### A small window of the routed layout

Bar = 10 um. Region (44, 19) to (84, 59) um. Cells in grey, sequential cells in the stronger grey; small squares are vias.
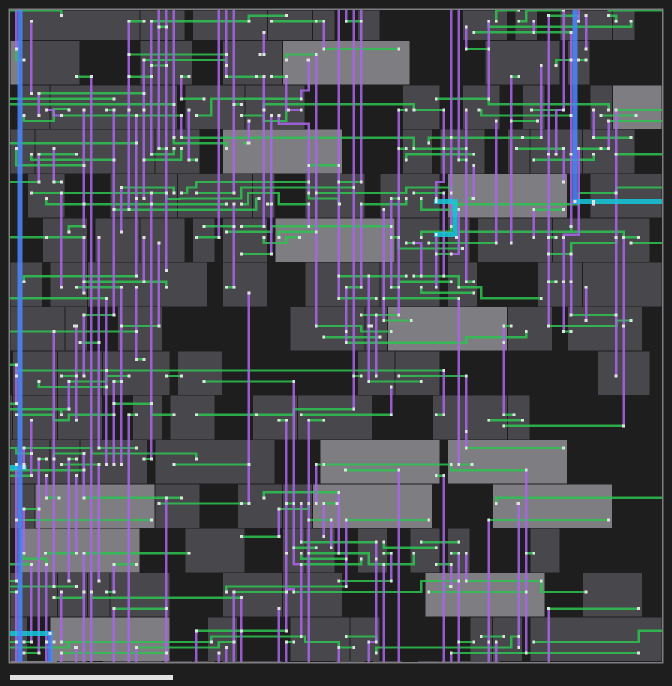
### Routing congestion

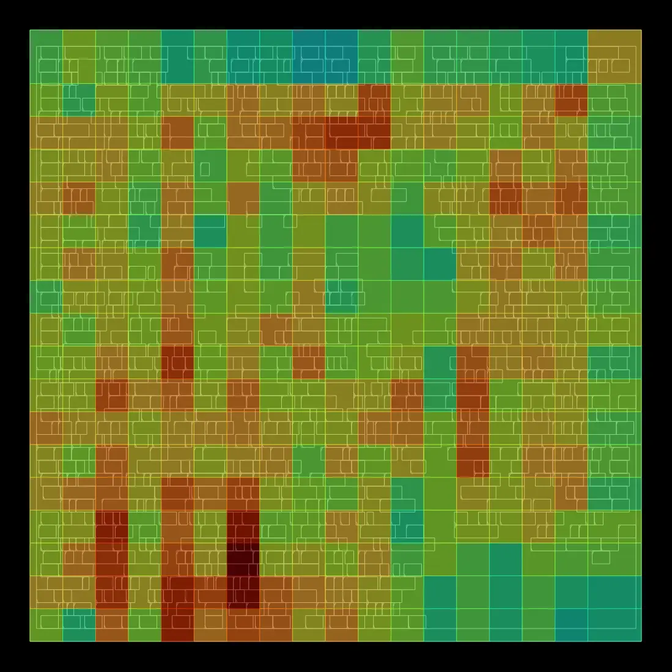
### The metal 1 layer

Bar = 50 um. Supply wires on this layer in grey. Cells faint in the background.
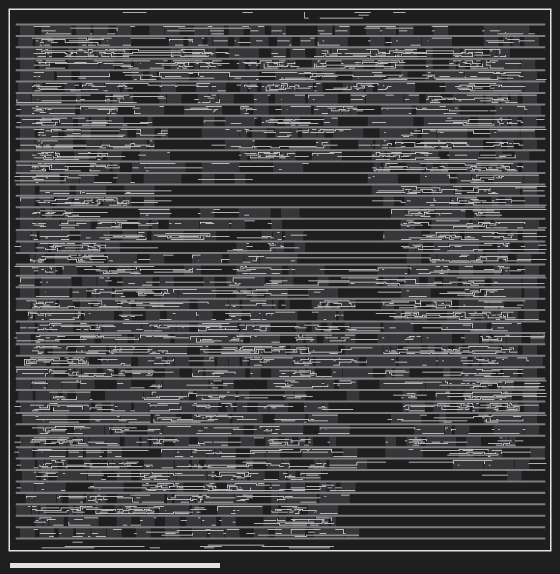
$ cat src/rtl/arb_pkg.sv
`default_nettype none
// ============================================================================
// Module  : arb_pkg
// Brief   : Shared types and constants for the instruction/data memory arbiter.
// Revision: 1.0  initial release
// ============================================================================
package arb_pkg;

    // Arbiter sequencing states
    typedef enum logic [1:0] {
        ST_IDLE  = 2'd0,
        ST_ISSUE = 2'd1,
        ST_WAIT  = 2'd2,
        ST_RESP  = 2'd3
    } state_t;

    // Owner of the transaction currently in flight
    typedef enum logic {
        OWN_IF = 1'b0,
        OWN_D  = 1'b1
    } owner_t;

    // Full-word byte enable used by fetches and loads
    localparam logic [3:0] BE_ALL = 4'hF;

    // Counter widths: latency up to 8, starve limit up to 15
    localparam int LAT_W    = 4;
    localparam int STARVE_W = 4;

endpackage : arb_pkg
`default_nettype wire

$ cat src/rtl/arb_starve_ctr.sv
`default_nettype none
// ============================================================================
// Module  : arb_starve_ctr
// Brief   : Saturating count of data grants taken while a fetch is waiting;
//           raises force_if once the fetch has been passed over too often.
// Revision: 1.0  initial release
// ============================================================================
module arb_starve_ctr
    import arb_pkg::*;
#(
    parameter int STARVE_LIMIT = 4
) (
    input  logic clk,
    input  logic reset,
    input  logic d_grant,
    input  logic if_grant,
    input  logic if_pending,
    output logic force_if
);

    localparam logic [STARVE_W-1:0] c_LIMIT = STARVE_W'(STARVE_LIMIT);

    logic [STARVE_W-1:0] r_cnt;

    // Count data grants that bypass a pending fetch; any fetch grant clears
    always_ff @(posedge clk) begin
        if (!reset) begin
            r_cnt <= '0;
        end else if (if_grant) begin
            r_cnt <= '0;
        end else if (d_grant && if_pending && (r_cnt < c_LIMIT)) begin
            r_cnt <= r_cnt + STARVE_W'(1);
        end
    end

    assign force_if = (r_cnt == c_LIMIT);

endmodule : arb_starve_ctr
`default_nettype wire

$ cat src/rtl/imem_dmem_arbiter.sv
`default_nettype none
// ============================================================================
// Module  : imem_dmem_arbiter
// Brief   : Shares one single-port synchronous memory between the fetch and
//           load/store ports; one transaction at a time, data has priority,
//           a starvation guard guarantees fetch progress.
// Revision: 1.0  initial release
// ============================================================================
module imem_dmem_arbiter
    import arb_pkg::*;
#(
    parameter int MEM_LAT      = 1,
    parameter int STARVE_LIMIT = 4
) (
    input  logic        clk,
    input  logic        reset,
    // Instruction fetch port
    input  logic        if_req,
    input  logic [31:0] if_addr,
    output logic        if_gnt,
    output logic        if_rvalid,
    output logic [31:0] if_rdata,
    // Load/store port
    input  logic        d_req,
    input  logic        d_we,
    input  logic [3:0]  d_be,
    input  logic [31:0] d_addr,
    input  logic [31:0] d_wdata,
    output logic        d_gnt,
    output logic        d_rvalid,
    output logic [31:0] d_rdata,
    // Memory port
    output logic        mem_en,
    output logic        mem_we,
    output logic [3:0]  mem_be,
    output logic [31:0] mem_addr,
    output logic [31:0] mem_wdata,
    input  logic [31:0] mem_rdata
);

    localparam logic [LAT_W-1:0] c_MEM_LAT = LAT_W'(MEM_LAT);

    state_t             r_state;
    state_t             w_next_state;
    owner_t             r_owner;
    logic               r_we;
    logic [3:0]         r_be;
    logic [31:0]        r_addr;
    logic [31:0]        r_wdata;
    logic [LAT_W-1:0]   r_lat_cnt;
    logic [31:0]        r_if_rdata;
    logic [31:0]        r_d_rdata;

    logic               w_can_grant;
    logic               w_grant_if;
    logic               w_grant_d;
    logic               w_force_if;
    logic               w_capture;

    // RESP doubles as an idle cycle so back-to-back transactions need no bubble
    assign w_can_grant = reset && ((r_state == ST_IDLE) || (r_state == ST_RESP));
    assign w_grant_if  = w_can_grant && if_req && (!d_req || w_force_if);
    assign w_grant_d   = w_can_grant && d_req  && !(if_req && w_force_if);
    // Read data is valid on the last WAIT cycle
    assign w_capture   = (r_state == ST_WAIT) && (r_lat_cnt == LAT_W'(1));

    arb_starve_ctr #(
        .STARVE_LIMIT (STARVE_LIMIT)
    ) u_starve (
        .clk        (clk),
        .reset      (reset),
        .d_grant    (w_grant_d),
        .if_grant   (w_grant_if),
        .if_pending (if_req),
        .force_if   (w_force_if)
    );

    // State register
    always_ff @(posedge clk) begin
        if (!reset) begin
            r_state <= ST_IDLE;
        end else begin
            r_state <= w_next_state;
        end
    end

    // Next-state decode and single-cycle strobes
    always_comb begin
        w_next_state = r_state;
        if_gnt       = 1'b0;
        d_gnt        = 1'b0;
        mem_en       = 1'b0;
        if_rvalid    = 1'b0;
        d_rvalid     = 1'b0;
        case (r_state)
            ST_IDLE, ST_RESP: begin
                if (w_grant_if || w_grant_d) begin
                    w_next_state = ST_ISSUE;
                end else begin
                    w_next_state = ST_IDLE;
                end
            end
            ST_ISSUE: w_next_state = ST_WAIT;
            ST_WAIT: begin
                if (w_capture) begin
                    w_next_state = ST_RESP;
                end
            end
            default: w_next_state = ST_IDLE;
        endcase
        if (reset) begin
            if_gnt    = w_grant_if;
            d_gnt     = w_grant_d;
            mem_en    = (r_state == ST_ISSUE);
            if_rvalid = (r_state == ST_RESP) && (r_owner == OWN_IF);
            d_rvalid  = (r_state == ST_RESP) && (r_owner == OWN_D);
        end
    end

    // Latch the winner's request; memory fields hold between transactions
    always_ff @(posedge clk) begin
        if (!reset) begin
            r_owner <= OWN_IF;
            r_we    <= 1'b0;
            r_be    <= 4'h0;
            r_addr  <= 32'h0;
            r_wdata <= 32'h0;
        end else if (w_grant_d) begin
            r_owner <= OWN_D;
            r_we    <= d_we;
            r_be    <= d_we ? d_be : BE_ALL;
            r_addr  <= d_addr;
            r_wdata <= d_wdata;
        end else if (w_grant_if) begin
            r_owner <= OWN_IF;
            r_we    <= 1'b0;
            r_be    <= BE_ALL;
            r_addr  <= if_addr;
        end
    end

    // Latency counter: loaded on ISSUE, counts down through WAIT
    always_ff @(posedge clk) begin
        if (!reset) begin
            r_lat_cnt <= '0;
        end else if (r_state == ST_ISSUE) begin
            r_lat_cnt <= c_MEM_LAT;
        end else if (r_state == ST_WAIT) begin
            r_lat_cnt <= r_lat_cnt - LAT_W'(1);
        end
    end

    // Capture read data into the owner's register; stores complete with zero
    always_ff @(posedge clk) begin
        if (!reset) begin
            r_if_rdata <= 32'h0;
            r_d_rdata  <= 32'h0;
        end else if (w_capture) begin
            if (r_owner == OWN_IF) begin
                r_if_rdata <= mem_rdata;
            end else begin
                r_d_rdata  <= r_we ? 32'h0 : mem_rdata;
            end
        end
    end

    assign mem_we    = r_we;
    assign mem_be    = r_be;
    assign mem_addr  = r_addr;
    assign mem_wdata = r_wdata;
    assign if_rdata  = r_if_rdata;
    assign d_rdata   = r_d_rdata;

endmodule : imem_dmem_arbiter
`default_nettype wire

$ cat config.mk
export PLATFORM = sky130hd
export DESIGN_NAME = imem_dmem_arbiter
export DESIGN_NICKNAME = d
export VERILOG_FILES = /design/src/rtl/arb_pkg.sv /design/src/rtl/arb_starve_ctr.sv /design/src/rtl/imem_dmem_arbiter.sv
export SDC_FILE = /design/constraint.sdc
export NUM_CORES = 1
export LEC_CHECK = 0
export CORE_UTILIZATION = 38
export DETAILED_ROUTE_END_ITERATION = 10
export PLACE_DENSITY = 0.74
export SKIP_CTS_REPAIR_TIMING = 1
export SLEW_MARGIN = 15
export SYNTH_ARGS = -nofsm -noshare
export SYNTH_HDL_FRONTEND = slang
export SYNTH_HIERARCHICAL = 1
export SYNTH_SLANG_ARGS = --single-unit
$ cat constraint.sdc
create_clock -name clk -period 2.1 [get_ports clk]
set_input_delay 0.525 -clock clk [delete_from_list [all_inputs] [get_ports clk]]
set_output_delay 0.525 -clock clk [all_outputs]
set_load 0.01 [all_outputs]
==> results.cfg <==
; implementation run metrics
[timing]
skew_ps = 10.4
finalMaxSlewViolations = 0
finalCritPeriodShare_pct = 99.8
relSlewSlack_pct = 57.8
final.min_clock_period_ps = 2100
fin_ws_ps = 3.47
worst_slew_pin_slew_ps = 634
hold_viol_final = 0
rsz0062_at_grt = yes
finalSetupViolCount = 0

[clock_tree]
cts-root-buf = clkbuf_16
cts_buffer_depth = 2
clock_sinks = 144
cts_made_buffers = 17
cts_tree = yes
h-tree-depth = 4
insertion_delay_ps = 420
clk_pin_slew_ps = 60

[logic_synthesis]
synth_nets = 852
ff_type = dfxtp_1
avgSynthCellArea_um2 = 8.60
top_cell_area_share_pct = 47.4
top_area_cell = dfxtp_1
numSynthFlops = 144
synthTopCellsByCount = dfxtp_1, o21ai_0, nand3_1
netlist_area_um2 = 6090
synth-edff-count = 0
synth_cells = 708
yosysMostFrequentCell = dfxtp_1
async_reset_ff_share_pct = 0
ys_chip_area_um2 = 6090
topCellsByArea = dfxtp_1, o21ai_0, nand3_1
ys_warn_count = 6

[drt]
wl_met2_um = 9300
ant_nets = 0
wl_met3_um = 1810
drc = 0
maxUsedRoutingLayer = met4
post_drt_wl_per_cell_um = 16.6
drt_iter0_drc = 364
wl_met1_um = 8160
dr.pass1.iters = 6
routed_via_density = 5.32

[final_layout]
final_util_pct = 62.8
syn_to_final_growth_pct = 59.2
buf_share_pct = 32.1
clock_area_share_pct = 6.16
stdcell_count = 1183
largest_class = non-clock buffers
seq_share_pct = 29.8
design.seq.count = 144
final-seq-area_um2 = 2890
comb_share_pct = 28.8
logic_area_um2 = 2790
buffers = 310
comb_cells = 473
drive_gt1_share_pct = 9.67
n_fill_cell = 1361
diodes = 0
fin_nets = 1103

[setup_path]
r2r-end = mem_be[2]$_SDFFE_PN0P_
arrival_ps = 1570
crit_fanout = 4
worstSetupPathType = register to output pin
critical_path.startpoint_type = register
reg2reg_from = u_starve/r_cnt[1]$_SDFFE_PP0P_
crit_path_start = u_starve/r_cnt[1]$_SDFFE_PP0P_
reg2reg_slack_ps = 90
reg2reg_depth = 8
cp.required_ps = 1570
critPathCaptureType = output pin

[power_and_ir_drop]
power.net_switching_mw = 3.10
ir_drop_uv = 547
power_density_nw_per_um2 = 997
p_comb_mw = 3.22
power_switching_share_pct = 32.1
p_leak_nw = 3.40
pwr.group.clock_mw = 3.05
power_frac_clock_pct = 31.5
seqPwrFrac_pct = 35.1
seq_power_mw = 3.40
power_leader = sequential cells
p_int_mw = 6.56
pwr-share-comb_pct = 33.3

[floorplan]
die_y_um = 129
io_pins = 275
fp.dieW_um = 129
die_area_um2 = 16500
core_um2 = 15400
initial_core_util_pct = 39.5
tapcell.inserted = 211
rows = 45

[global_routing]
grt_pass1_wl_um = 31300
antenna_found_initial = 0
grt.met2_usage_pct = 38.7
grt_max_degree = 66
gr-usage-met3_pct = 9.36
overflow = 0
track_usage_pct = 24.1

[worst_hold_path]
hp-class = register to register
holdPathEnd = mem_wdata[12]$_SDFFE_PN0N_
hold_path.startpoint = mem_wdata[12]$_SDFFE_PN0N_
hold_depth = 2

[place]
pre_cts_ws_ps = -379
hpwl_um = 13200
dp_cells = 1150
gp_congestion = 0.766
io_buffers = 274

[job]
max-cap-violations = 0
warnings = 31

[status]
status = completed
## Picture notes: 'A small window of the routed layout'
layer	colour
M1	green
M3	cyan
M2	purple
M4	blue
netlist names of flops here include	mem_wdata (7), u_starve/r_cnt (3), r_state (2)
cells with their middle in the window	116
sequential cells in the window	13
most frequent	buf_4 (19), dfxtp_1 (12), clkdlybuf4s50_1 (8)

## Picture notes: 'Routing congestion'
gr busiest metal: met2
met1 Resource Use GR: 29.2%

## Picture notes: 'The metal 1 layer'
longest straight run	39.1 um
nets with wire on the layer	970
main direction	horizontal
share of all routed wire	41%
wire length on this layer	8,160 um
aggregate routed wire length: 19,700 um
Vias: 6,299

-- cells by family after synthesis --
kind of cell / share of synthesized area, %
XOR/XNOR: 0.288
multiplexers: 0.329
AND-OR/OR-AND: 22.7
adder cells (fa/ha/maj): 1.44
buffers and inverters: 7.28
flip-flops: 47.4
AND/OR/NAND/NOR: 20.6
-- per-stage QoR --
step / hold WS, ps / area (um^2) / TNS (ps) / power [mW]
floorplan: 469 / 6090 / 0 / 5.08
global placement: 436 / 9060 / -7330 / 6.64
detailed placement: 439 / 9060 / -8980 / 6.67
CTS: 449 / 9660 / -1570 / 9.74
global route: 467 / 9690 / -127 / 10.2
finish: 445 / 9690 / 0 / 9.66
-- sequential cells by signal, indices dropped and copies added (netlist names) --
| name | flops |
|---|---|
| r_owner | 1 |
| d_rdata | 32 |
| if_rdata | 32 |
| mem_wdata | 32 |
| mem_be | 4 |
| mem_addr | 32 |
| r_lat_cnt | 4 |
| mem_we | 1 |
| r_state | 2 |
| u_starve/r_cnt | 4 |
-- layout by cell type (no fill, tap or decap), drive strengths merged, types with 3 or more instances in the layout --
cell type | netlist | layout
a211oi | 34 | 34
a21oi | 65 | 65
and3 | 4 | 4
buf | 32 | 38
bufinv | 0 | 3
clkbuf | 46 | 19
clkdlybuf4s50 | 0 | 268
clkinv | 0 | 5
clkinvlp | 0 | 5
dfxtp | 144 | 144
dlymetal6s2s | 0 | 4
ha | 7 | 7
inv | 13 | 13
nand2 | 36 | 36
nand3 | 66 | 66
nand3b | 3 | 3
nand4b | 32 | 32
nor2 | 35 | 35
nor4 | 32 | 32
o21ai | 129 | 129
o221a | 4 | 4
-- worst max-delay path, cell delays in order, from the launching register on --
cell and delay, ps:
dfxtp_2 330, inv_2 30, ha_2 160, and3b_2 230, o2111a_1 270, buf_6 130
Power and IR drop assume default switching activity.
